===== config.mk =====
export PLATFORM = sky130hd
export DESIGN_NAME = deadlock_report_ctrl
export DESIGN_NICKNAME = d
export VERILOG_FILES = /design/src/rtl/dl_pkg.sv /design/src/rtl/dl_prio_onehot.sv /design/src/rtl/deadlock_report_ctrl.sv
export SDC_FILE = /design/constraint.sdc
export NUM_CORES = 1
export LEC_CHECK = 0
export ABC_AREA = 0
export CAP_MARGIN = 20
export CORE_UTILIZATION = 41
export DETAILED_ROUTE_END_ITERATION = 16
export PLACE_DENSITY = 0.69
export SYNTH_ARGS = -nofsm -noshare
export SYNTH_HDL_FRONTEND = slang
export SYNTH_SLANG_ARGS = --single-unit
export TNS_END_PERCENT = 1

===== constraint.sdc =====
create_clock -name clock -period 1.5 [get_ports clock]
set_input_delay 0.15 -clock clock [delete_from_list [all_inputs] [get_ports clock]]
set_output_delay 0.15 -clock clock [all_outputs]
set_load 0.02 [all_outputs]

===== src/rtl/dl_pkg.sv =====
// Shared types for the deadlock report controller.
// DL_CONFIRM_EN adds the CONFIRM persistence state.
package dl_pkg;

   localparam int unsigned DL_COUNT_W = 8;

   typedef enum logic [1:0] {
      ST_IDLE    = 2'd0,
      ST_REPORT  = 2'd1,
      ST_CLEAR   = 2'd2
`ifdef DL_CONFIRM_EN
      ,
      ST_CONFIRM = 2'd3
`endif
   } dl_state_e;

   function automatic logic [DL_COUNT_W-1:0] sat_inc(input logic [DL_COUNT_W-1:0] v);
      return (v == '1) ? v : v + DL_COUNT_W'(1);
   endfunction

endpackage


===== src/rtl/dl_prio_onehot.sv =====
// Lowest-index one-hot priority encoder: the lowest set bit of vec_i survives.
module dl_prio_onehot #(
   parameter int unsigned N_PROC = 4
) (
   input  logic [N_PROC-1:0] vec_i,
   output logic [N_PROC-1:0] onehot_o
);

   always_comb onehot_o = vec_i & (~vec_i + N_PROC'(1));

endmodule


===== src/rtl/deadlock_report_ctrl.sv =====
// Deadlock report controller: selects an origin process, reports, then pulses token_clear.
// Optional macro DL_CONFIRM_EN inserts a CONFIRM_CYCLES persistence filter before REPORT.
module deadlock_report_ctrl
   import dl_pkg::*;
#(
   parameter int unsigned N_PROC         = 4,
   parameter int unsigned CONFIRM_CYCLES = 8
) (
   input  logic                  clock,
   input  logic                  reset,
   input  logic [N_PROC-1:0]     dl_in_vec,
   input  logic                  clear_req,
   output logic                  dl_detect_out,
   output logic [N_PROC-1:0]     origin,
   output logic                  token_clear,
   output logic [DL_COUNT_W-1:0] dl_count
);

   if (CONFIRM_CYCLES < 1 || CONFIRM_CYCLES > 255) begin : g_bad_cfg
      $error("CONFIRM_CYCLES must be in 1..255");
   end

   dl_state_e               state_q, state_d;
   logic [N_PROC-1:0]       origin_q, origin_d;
   logic                    detect_q, detect_d;
   logic                    tclr_q, tclr_d;
   logic [DL_COUNT_W-1:0]   count_q, count_d;
   logic [N_PROC-1:0]       sel_onehot;

`ifdef DL_CONFIRM_EN
   localparam logic [7:0] CNT_LAST = 8'(CONFIRM_CYCLES - 1);
   logic [7:0] cnt_q, cnt_d;
   logic       origin_hit;
   always_comb origin_hit = |(dl_in_vec & origin_q);
`endif

   dl_prio_onehot #(.N_PROC(N_PROC)) u_prio (
      .vec_i    (dl_in_vec),
      .onehot_o (sel_onehot)
   );

   always_ff @(posedge clock or negedge reset) begin
      if (!reset) begin
         state_q  <= ST_IDLE;
         origin_q <= '0;
         detect_q <= 1'b0;
         tclr_q   <= 1'b0;
         count_q  <= '0;
`ifdef DL_CONFIRM_EN
         cnt_q    <= '0;
`endif
      end else begin
         state_q  <= state_d;
         origin_q <= origin_d;
         detect_q <= detect_d;
         tclr_q   <= tclr_d;
         count_q  <= count_d;
`ifdef DL_CONFIRM_EN
         cnt_q    <= cnt_d;
`endif
      end
   end

   // Outputs are computed as next-state values so every port comes straight from a flop.
   always_comb begin
      state_d  = state_q;
      origin_d = origin_q;
      detect_d = detect_q;
      tclr_d   = 1'b0;
      count_d  = count_q;
`ifdef DL_CONFIRM_EN
      cnt_d    = cnt_q;
`endif
      case (state_q)
         ST_IDLE: begin
            if (|dl_in_vec) begin
               origin_d = sel_onehot;
`ifdef DL_CONFIRM_EN
               state_d  = ST_CONFIRM;
               cnt_d    = '0;
`else
               state_d  = ST_REPORT;
               detect_d = 1'b1;
               count_d  = sat_inc(count_q);
`endif
            end
         end
`ifdef DL_CONFIRM_EN
         ST_CONFIRM: begin
            if (clear_req || !origin_hit) begin
               state_d  = ST_CLEAR;
               tclr_d   = 1'b1;
               origin_d = '0;
               detect_d = 1'b0;
            end else if (cnt_q == CNT_LAST) begin
               state_d  = ST_REPORT;
               detect_d = 1'b1;
               count_d  = sat_inc(count_q);
            end else begin
               cnt_d    = cnt_q + 8'd1;
            end
         end
`endif
         ST_REPORT: begin
            if (clear_req) begin
               state_d  = ST_CLEAR;
               tclr_d   = 1'b1;
               origin_d = '0;
               detect_d = 1'b0;
            end
         end
         ST_CLEAR: state_d = ST_IDLE;
         default: begin
            state_d  = ST_IDLE;
            origin_d = '0;
            detect_d = 1'b0;
         end
      endcase
   end

   assign dl_detect_out = detect_q;
   assign origin        = origin_q;
   assign token_clear   = tclr_q;
   assign dl_count      = count_q;

endmodule

Figure 1. Cell area per tile.
(6 px per µm) 9 x 9 tiles, from dark purple (low) to yellow (high), 0 to 100% covered.
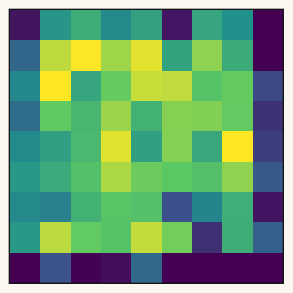
densest ninth of the die: centre
tiles over 75% full: 31%
nearly empty tiles: 9.9%

Figure 2. Sequential cells coloured by netlist name.
(8 px per µm) Other sequential cells in the stronger grey, the rest of the logic in the fainter grey.
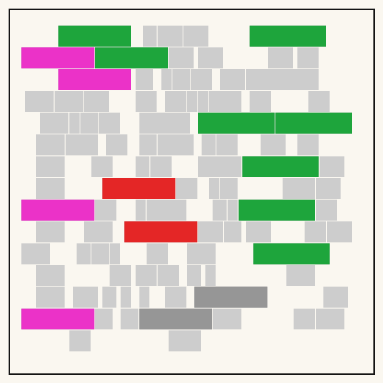
[state_q] red | placed flops: 2
[origin] magenta | placed flops: 4
[dl_count] green | placed flops: 8
not coloured: 2

Figure 3. Clock wiring as the flow saved it.
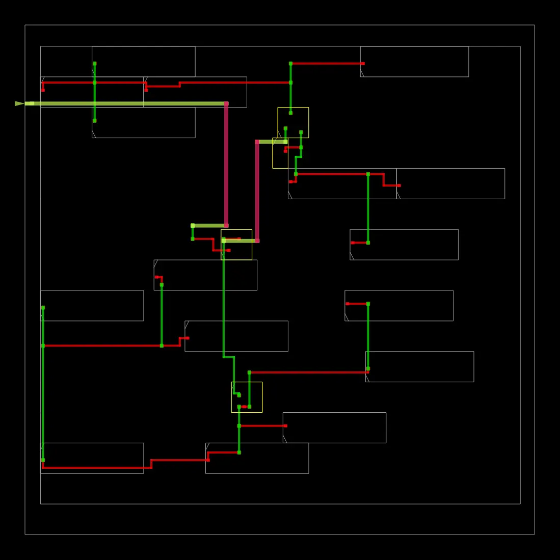
flop count: 16
Power Clock: 0.000243 W

==> qor.csv <==
metric;value;unit
synthArstFlopShare;100;%
cts_buffers;3;
wl;1680;µm
ys_warn_count;0;
clkPwrFrac;13.5;%
grt_util_all_layers;17.9;%
clock_latency;0.29;ns
fin_crit;1.46;ns
maxCapViolations;0;
gp_congestion;0.700;
h-tree-depth;1;
placed_area;1130;µm²
post-dp-hpwl;1250;µm
synth_area;773;µm²
p_sw_share;39.4;%
ctsLongestPathBuffers;2;
syn_nets;75;
critical-path-top-delay-family;simple AND/OR/NAND/NOR gates;
crit_arrival;1.68;ns
cp_max_fo;4;
p_seq_share;38.2;%
timing.slew.headroom;70.4;%
timing.final.crit_share;97.4;%
path_cells;ha_4 > nand3_4 > or4b_4 > nor2_2 > xor2_1;
drt.antenna.violating_nets;0;
combinationalPowerShare;48.3;%
fmax;0.685;GHz
worstSetupPathType;reg2reg;
core;1750;µm²
design_area;1150;µm²
synth_cell_types;33;
switching_power;0.000709;W
slowest_delay;0.51;ns
fp_util;44.3;%
drt_iter0_markers;10;
hp-class;in2async;
root_buffer;clkbuf_4;
ys.flops;16;
rsz0062_at_grt;no;
syn_avg_cell_area;11.5;µm²
syn2layout_area_growth;49.4;%
r2r_start;dl_count[0];
final_nets;114;
worst_r2r_path_depth;5;
numPortBuffers;20;
max-vdd-ir-drop;1.04;mV
largest_area_cell;dfrtp_1;
p_int;0.00109;W
outcome;complete, no violations;
r2r_slack;0.04;ns
cts_hold_buf;0;
layout-drive-gt1-share;33.3;%
tool_warnings;27;
ys_cells;67;
rows;15;
worstSetupEndpointType;register;
die_area;2060;µm²
yosysMostFrequentCell;dfrtp_1;
p_per_area;1560;nW/µm²
antenna_found_initial;0;
edf_count;0;
tightest_slew;0.441;ns
setup_viol;0;
pin_count;21;
synth-main-ff-cell;dfrtp_1;
finalWorstSetupSlack;0.0396;ns
r2r_end;dl_count[6];
grt_remaining_overflow;0;
power_leakage;0.513;nW
final-max-slew-violation-count;0;
cts_sinks;16;
topCellsByArea;dfrtp_1 (52%), a32o_1 (2.6%), inv_1 (2.4%), a22o_1 (2.3%), nand3_4 (2.3%);
ys_chip_area;773;µm²
clk_pin_slew;0.10;ns
drc;0;
common_cells;dfrtp_1 (16), inv_1 (5), nor2_1 (3);
dp_worst_setup_slack;-0.251;ns
vias;652;
n_antenna_cell;0;
grt_pass1_wl;2520;µm
via_per_inst;5.02;
dr.pass1.iters;4;
crit_path_top_delay_cell;or4b_4;
hold_viol;0;
worst-path-buf-inv;0;
syn-instance-count;67;
grt_max_degree;17;
die_y;45.4;µm
-- worst max-delay path by stage --
| stage | to | cells after the start | slack (ns) |
|---|---|---|---|
| final | dl_count[6] | 5 | 0.04 |
| after global routing | dl_count[6] | 5 | 0.008 |
| after CTS | dl_count[6] | 5 | 0.03 |
| after detailed placement | dl_count[1] | 4 | -0.25 |
| after global placement | dl_count[1] | 4 | -0.23 |
| after floorplan | dl_count[6] | 5 | -0.01 |
-- layout by cell type, fill, tap and decap left out, types with 3 or more instances in the layout --
master           synthesis  final
clkdlybuf4s50_1          0     12
nor2_1                   3      3
dlygate4sd2_1            0      8
inv_1                    5      5
clkbuf_4                 0      3
buf_4                    0     15
dfrtp_2                  0      6
dfrtp_1                 16     10
-- layout make-up --
class / count / area [µm²]
Sequential cell: 16 / 408
Fill cell: 154 / 591
Inverter: 5 / 18.8
Multi-Input combinational cell: 45 / 368
Clock buffer: 4 / 26.3
Tap cell: 25 / 31.3
Timing Repair Buffer: 35 / 303
-- worst reg2reg max path: cells and delay by family, from the launching register on --
family | cells | cell delay, ns
and+or+nand+nor | 3 | 0.69
adders and majority gates | 1 | 0.17
DFF | 1 | 0.39
xor gates and xnor gates | 1 | 0.14
-- flip-flops by register name, indices dropped and copies added (netlist names) --
register	flops
origin	4
token_clear	1
dl_detect_out	1
dl_count	8
state_q	2
-- metrics by stage --
| stage | cells | TNS, ns | hold slack, ns | power [W] | utilization (%) |
|---|---|---|---|---|---|
| 2_1_floorplan | 67 | -0.0147 | -0.146 | 0.00116 | - |
| 3_3_place_gp | 126 | -1.59 | 0.486 | 0.00161 | 64.9 |
| 3_5_place_dp | 126 | -2.08 | 0.488 | 0.00163 | 64.9 |
| 4_1_cts | 130 | 0 | 0.184 | 0.00180 | 65.9 |
| 5_1_grt | 130 | 0 | 0.205 | 0.00192 | 66.2 |
| 6_report | 130 | 0 | 0.178 | 0.00180 | 66.2 |
-- power by group through the flow --
stage	Combinational, W	Clock (W)	Sequential, W
after detailed placement	0.000933	0	0.000694
after global routing	0.000949	0.000265	0.000707
after CTS	0.000873	0.000245	0.000686
after floorplan	0.000289	0	0.000874
after global placement	0.000916	0	0.000690
final	0.000867	0.000243	0.000687
-- repair_timing --
action                     4_1_cts  5_1_grt
setup endpoints to repair        8        1
buffers inserted                 0        0
pin swaps                        0        1
gates resized                    8        1
hold endpoints to repair         0        0
-- logic make-up (layout without fill, tap and decap cells) --
kind of cell / count (synthesis) / after routing / synth area share (%)
simple gates: 23 / 23 / 20.9
flops: 16 / 16 / 51.8
compound gates: 15 / 15 / 14.9
buf+inv: 6 / 44 / 2.91
xor+xnor: 4 / 4 / 4.53
mux: 2 / 2 / 3.40
fa+ha+maj: 1 / 1 / 1.62
-- metal layers --
layer	global-route usage, %	share of wire [%]
met1	23.3	46
met2	27.1	49
met3	3.57	3.8
met4	10.9	1.1
met5	0	0
No activity file was given, so power comes from the tool's default toggle rates.
